File: src/rtl/switch_allocator.sv
`default_nettype none
// ============================================================================
// Module      : switch_allocator
// Description : Per-router switch allocator. Round-robin arbitration per
//               output port, grant held for a whole packet until done.
// Revision    : 1.0 - initial release
// ============================================================================
module switch_allocator #(
    parameter int NUM_PORTS = 5,
    parameter int PORT_W    = $clog2(NUM_PORTS)
) (
    input  logic                          clk,
    input  logic                          reset,
    input  logic [NUM_PORTS-1:0]          i_req,
    input  logic [NUM_PORTS*PORT_W-1:0]   i_target_port,
    input  logic [NUM_PORTS-1:0]          i_packet_done,
    input  logic [NUM_PORTS-1:0]          i_out_free,
    output logic [NUM_PORTS-1:0]          o_grant,
    output logic [NUM_PORTS*PORT_W-1:0]   o_xbar_sel,
    output logic [NUM_PORTS-1:0]          o_xbar_valid,
    output logic                          o_bad_target
);

    typedef enum logic [0:0] {
        ST_IDLE = 1'b0,
        ST_BUSY = 1'b1
    } state_t;

    localparam logic [PORT_W:0] c_num_ports = (PORT_W+1)'(NUM_PORTS);

    logic [NUM_PORTS-1:0]        r_grant;
    logic [NUM_PORTS*PORT_W-1:0] r_xbar_sel;
    logic [NUM_PORTS-1:0]        r_xbar_valid;
    logic                        r_bad_target;

    logic [NUM_PORTS-1:0]        w_busy_next;
    logic [NUM_PORTS*PORT_W-1:0] w_owner_next_bus;
    logic [NUM_PORTS-1:0]        w_grant_next;
    logic [NUM_PORTS*PORT_W-1:0] w_sel_next;
    logic                        w_bad_target;

    generate
        for (genvar o = 0; o < NUM_PORTS; o++) begin : g_out
            localparam logic [PORT_W-1:0] c_idx = PORT_W'(o);

            state_t              r_state;
            state_t              w_state_next;
            logic [PORT_W-1:0]   r_owner;
            logic [PORT_W-1:0]   w_owner_next;
            logic [PORT_W-1:0]   r_rr_ptr;
            logic [PORT_W-1:0]   w_rr_ptr_next;
            logic [NUM_PORTS-1:0] w_elig;
            logic                w_found;
            logic [PORT_W-1:0]   w_winner;

            // Inputs already owning an output are kept out of every arbitration.
            always_comb begin
                w_elig = '0;
                for (int i = 0; i < NUM_PORTS; i++) begin
                    w_elig[i] = i_req[i] && !r_grant[i] && i_out_free[o]
                                && (i_target_port[i*PORT_W +: PORT_W] == c_idx);
                end
            end

            always_comb begin
                logic [PORT_W:0] v_sum;
                logic [PORT_W:0] v_idx;
                w_found  = 1'b0;
                w_winner = '0;
                v_sum    = '0;
                v_idx    = '0;
                for (int k = 0; k < NUM_PORTS; k++) begin
                    v_sum = {1'b0, r_rr_ptr} + (PORT_W+1)'(k);
                    v_idx = (v_sum >= c_num_ports) ? (v_sum - c_num_ports) : v_sum;
                    if (!w_found && w_elig[v_idx[PORT_W-1:0]]) begin
                        w_found  = 1'b1;
                        w_winner = v_idx[PORT_W-1:0];
                    end
                end
            end

            always_comb begin
                w_state_next  = r_state;
                w_owner_next  = r_owner;
                w_rr_ptr_next = r_rr_ptr;
                case (r_state)
                    ST_IDLE: begin
                        if (w_found) begin
                            w_state_next  = ST_BUSY;
                            w_owner_next  = w_winner;
                            w_rr_ptr_next = (w_winner == PORT_W'(NUM_PORTS-1)) ? '0
                                                                               : w_winner + 1'b1;
                        end
                    end
                    ST_BUSY: begin
                        if (i_packet_done[r_owner]) begin
                            w_state_next = ST_IDLE;
                        end
                    end
                    default: w_state_next = ST_IDLE;
                endcase
            end

            always_ff @(posedge clk) begin
                if (reset) begin
                    r_state  <= ST_IDLE;
                    r_owner  <= '0;
                    r_rr_ptr <= '0;
                end else begin
                    r_state  <= w_state_next;
                    r_owner  <= w_owner_next;
                    r_rr_ptr <= w_rr_ptr_next;
                end
            end

            assign w_busy_next[o]                          = (w_state_next == ST_BUSY);
            assign w_owner_next_bus[o*PORT_W +: PORT_W]    = w_owner_next;
        end
    endgenerate

    // Outputs are decoded from next state so they change on the same edge as the FSMs.
    always_comb begin
        w_grant_next = '0;
        w_sel_next   = '0;
        for (int o = 0; o < NUM_PORTS; o++) begin
            if (w_busy_next[o]) begin
                w_grant_next[w_owner_next_bus[o*PORT_W +: PORT_W]] = 1'b1;
                w_sel_next[o*PORT_W +: PORT_W] = w_owner_next_bus[o*PORT_W +: PORT_W];
            end
        end
    end

    always_comb begin
        w_bad_target = 1'b0;
        for (int i = 0; i < NUM_PORTS; i++) begin
            if (i_req[i] && ({1'b0, i_target_port[i*PORT_W +: PORT_W]} >= c_num_ports)) begin
                w_bad_target = 1'b1;
            end
        end
    end

    always_ff @(posedge clk) begin
        if (reset) begin
            r_grant      <= '0;
            r_xbar_sel   <= '0;
            r_xbar_valid <= '0;
            r_bad_target <= 1'b0;
        end else begin
            r_grant      <= w_grant_next;
            r_xbar_sel   <= w_sel_next;
            r_xbar_valid <= w_busy_next;
            r_bad_target <= w_bad_target;
        end
    end

    assign o_grant      = r_grant;
    assign o_xbar_sel   = r_xbar_sel;
    assign o_xbar_valid = r_xbar_valid;
    assign o_bad_target = r_bad_target;

endmodule
`default_nettype wire
File: config.mk
export PLATFORM = sky130hd
export DESIGN_NAME = switch_allocator
export DESIGN_NICKNAME = d
export VERILOG_FILES = /design/src/rtl/switch_allocator.sv
export SDC_FILE = /design/constraint.sdc
export NUM_CORES = 1
export LEC_CHECK = 0
export CAP_MARGIN = 20
export CORE_MARGIN = 2
export CORE_UTILIZATION = 35
export DETAILED_ROUTE_END_ITERATION = 8
export PLACE_DENSITY_LB_ADDON = 0.15
export SYNTH_ARGS = -nofsm -noshare
export SYNTH_HDL_FRONTEND = slang
export SYNTH_SLANG_ARGS = --single-unit
File: constraint.sdc
create_clock -name clk -period 3.7 [get_ports clk]
set_input_delay 0.37 -clock clk [delete_from_list [all_inputs] [get_ports clk]]
set_output_delay 0.37 -clock clk [all_outputs]
set_load 0.02 [all_outputs]
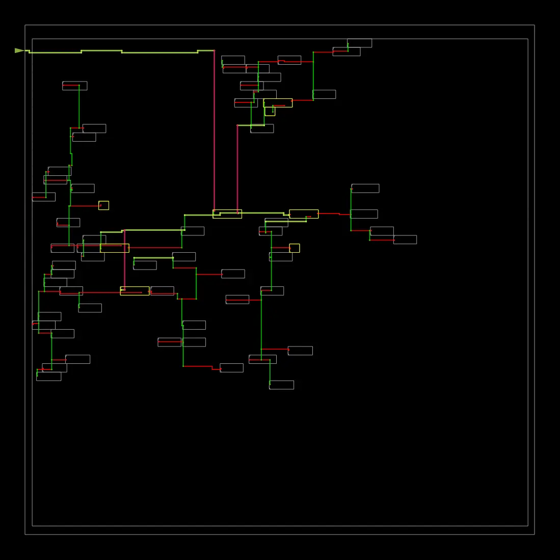
**Above:** run 1 (clock wiring as the flow saved it).
CLK BUF: 5
clock skew: 0.01065 ns
Clock Latency Late Sink: 0.31 ns
TritonCTS Buffers: 5
clock group total power: 0.510 mW

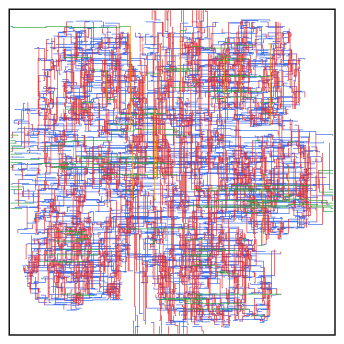
**Above:** run 1 (metal layers overlaid).
Drawn at 2 px/um.
| colour | layer | wire length |
|---|---|---|
| red | M2 | 15,700 um |
| orange | M4 | 591 um |
| green | M3 | 1,710 um |
| blue | M1 | 15,300 um |
Avg WL per Cell: 17.94 um
total number of vias: 10,526
overall routed net length: 33.35 mm
GR Util All Layers: 24.36%

==> impl_metrics.yaml, run 1 <==
# generated from flow reports
die:
  die_w_um: 162.2
  rows: 57
  io_pins: 58
  taps: 324
flow_run:
  maxCapViolCount: 0
  tool_warnings: 59
power_and_ir_drop:
  switchingPower_mw: 4.535
timing:
  max_slew_margin_pct: 66.19
  period_needed_ns: 3.637
finish:
  final_cell_count_no_fill: 1859
  diodes: 0
  utilization_pct: 53.85
clock_tree:
  root_buffer: "clkbuf_16"
  postCtsSetupBuffers: 1
synth:
  synth_top_area_share_pct: 12.80
  synthMuxAreaShare_pct: 8.274
  synth-edff-count: 0
  syn_avg_cell_area_um2: 7.452
  ys.flop_type: "dfxtp_1"
detailed_routing:
  wl_met3_mm: 1.707
  routed.top_layer: "met4"
worst_setup_path:
  critPathCaptureType: "flip-flop"
  cpPeakStageDelay_ns: 0.50
  critical_path_arrival_ns: 3.87
  path_buffers: 3
global_route:
  antenna_found_initial: 0
outcome:
  status: "completed"
hold_path:
  hp-start: "g_out[0].r_rr_ptr[1]$_SDFFE_PP0P_"
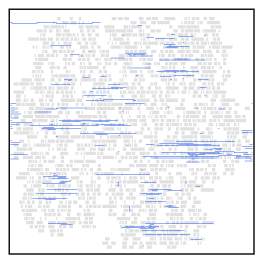
**Above:** run 1 (signal wires on met3).
Drawn at 1.5 px/um. Cells faint in the background.
longest straight run: 50.8 um
main direction: horizontal

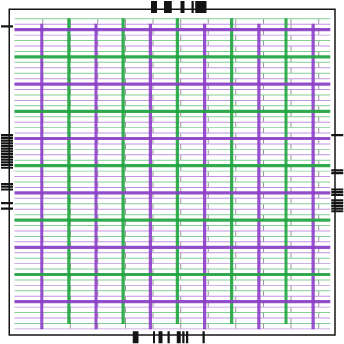
**Above:** run 1 (PDN straps and rails).
Drawn at 2 px/um. Pins as bars on the die edge. Tap cells in grey.
| colour | net |
|---|---|
| purple | VSS |
| green | VDD |
met4 straps: 11
met5 straps: 11
met1 rails: 58
tap cells: 324

--- run 2 (diff from run 1) ---
--- a/config.mk
+++ b/config.mk
@@ -6,7 +6,6 @@
 export NUM_CORES = 1
 export LEC_CHECK = 0
 export CAP_MARGIN = 20
-export CORE_MARGIN = 2
 export CORE_UTILIZATION = 35
 export DETAILED_ROUTE_END_ITERATION = 8
 export PLACE_DENSITY_LB_ADDON = 0.15
==> run 2 against run 1 <==
The run now ends with setup timing left. Routed wire length up 0.38%. Combinational power about the same. Maximum frequency fell by 1.8%. Core utilization down 0.63 points. Highest routed layer unchanged.
==> impl_metrics.yaml, run 2 <==
# generated from flow reports
clock_tree:
  postCtsSetupBuffers: 0
  cts_resized: 20
  root_buffer: "clkbuf_16"
  worstSkewPairLatency_ns: 0.32
  numCtsBuffers: 5
finish:
  buffers_excl_clock: 390
  utilization_pct: 53.22
  nClkBuffers: 5
  seq_cells: 56
  final_cell_count_no_fill: 1840
worst_setup_path:
  critical_path_arrival_ns: 3.89
  path_buffers: 5
  cp-start-kind: "flip-flop"
  critPathCaptureType: "flip-flop"
  cpPeakStageDelay_ns: 0.41
  reg2reg_depth: 17
synth:
  synth-edff-count: 0
  synthDistinctLibCells: 115
  synthMuxAreaShare_pct: 8.274
  ys.flop_type: "dfxtp_1"
  synth.most_common_cell: "nor2_1"
  top_logic_kind: "AND-OR/OR-AND gates"
  simple_gate_share_pct: 30.52
  async_flop_share_pct: 0
  synth.largest_area_cell: "dfxtp_1"
  synth_top_area_share_pct: 12.80
  synth_flops: 56
timing:
  setup_viol: 1
  period_needed_ns: 3.704
  max_slew_margin_pct: 62.49
  worst_slack_ns: -0.003740
  fin_skew_ns: 0.01122
global_route:
  antenna_found_initial: 0
  grt_max_degree: 29
die:
  taps: 324
  io_pins: 58
  rows: 57
  die_w_um: 160.2
outcome:
  status: "finished with violations"
  violations: "setup timing"
detailed_routing:
  routed.top_layer: "met4"
  drt-pass1-iter-count: 5
flow_run:
  tool_warnings: 59
power_and_ir_drop:
  p_clk_mw: 0.513
  seqPwrFrac_pct: 10.8
  switchingPower_mw: 4.536
hold_path:
  min_path_type: "reg -> reg"
  hp-start: "g_out[0].r_rr_ptr[0]$_SDFFE_PP0P_"
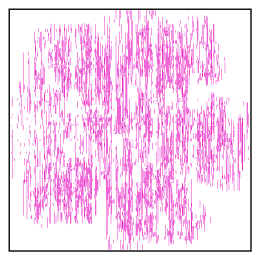
**Above:** run 2 (M2 wires).
Drawn at 1.5 px/um.
wire length on this layer: 15,600 um
main direction: vertical
longest straight run: 62.6 um
overall routed net length: 33.48 mm
met2 usage: 40.55%
total number of vias: 10,492

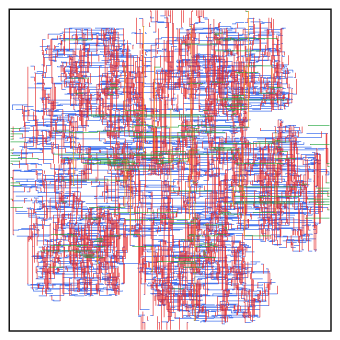
**Above:** run 2 (metal layers overlaid).
Drawn at 2 px/um.
| colour | layer | wire length |
|---|---|---|
| green | M3 | 1,770 um |
| orange | M4 | 646 um |
| red | M2 | 15,600 um |
| blue | M1 | 15,500 um |
Avg WL per Cell: 18.19 um
GR Util All Layers: 24.89%

Power is estimated from default activity; no workload was simulated.
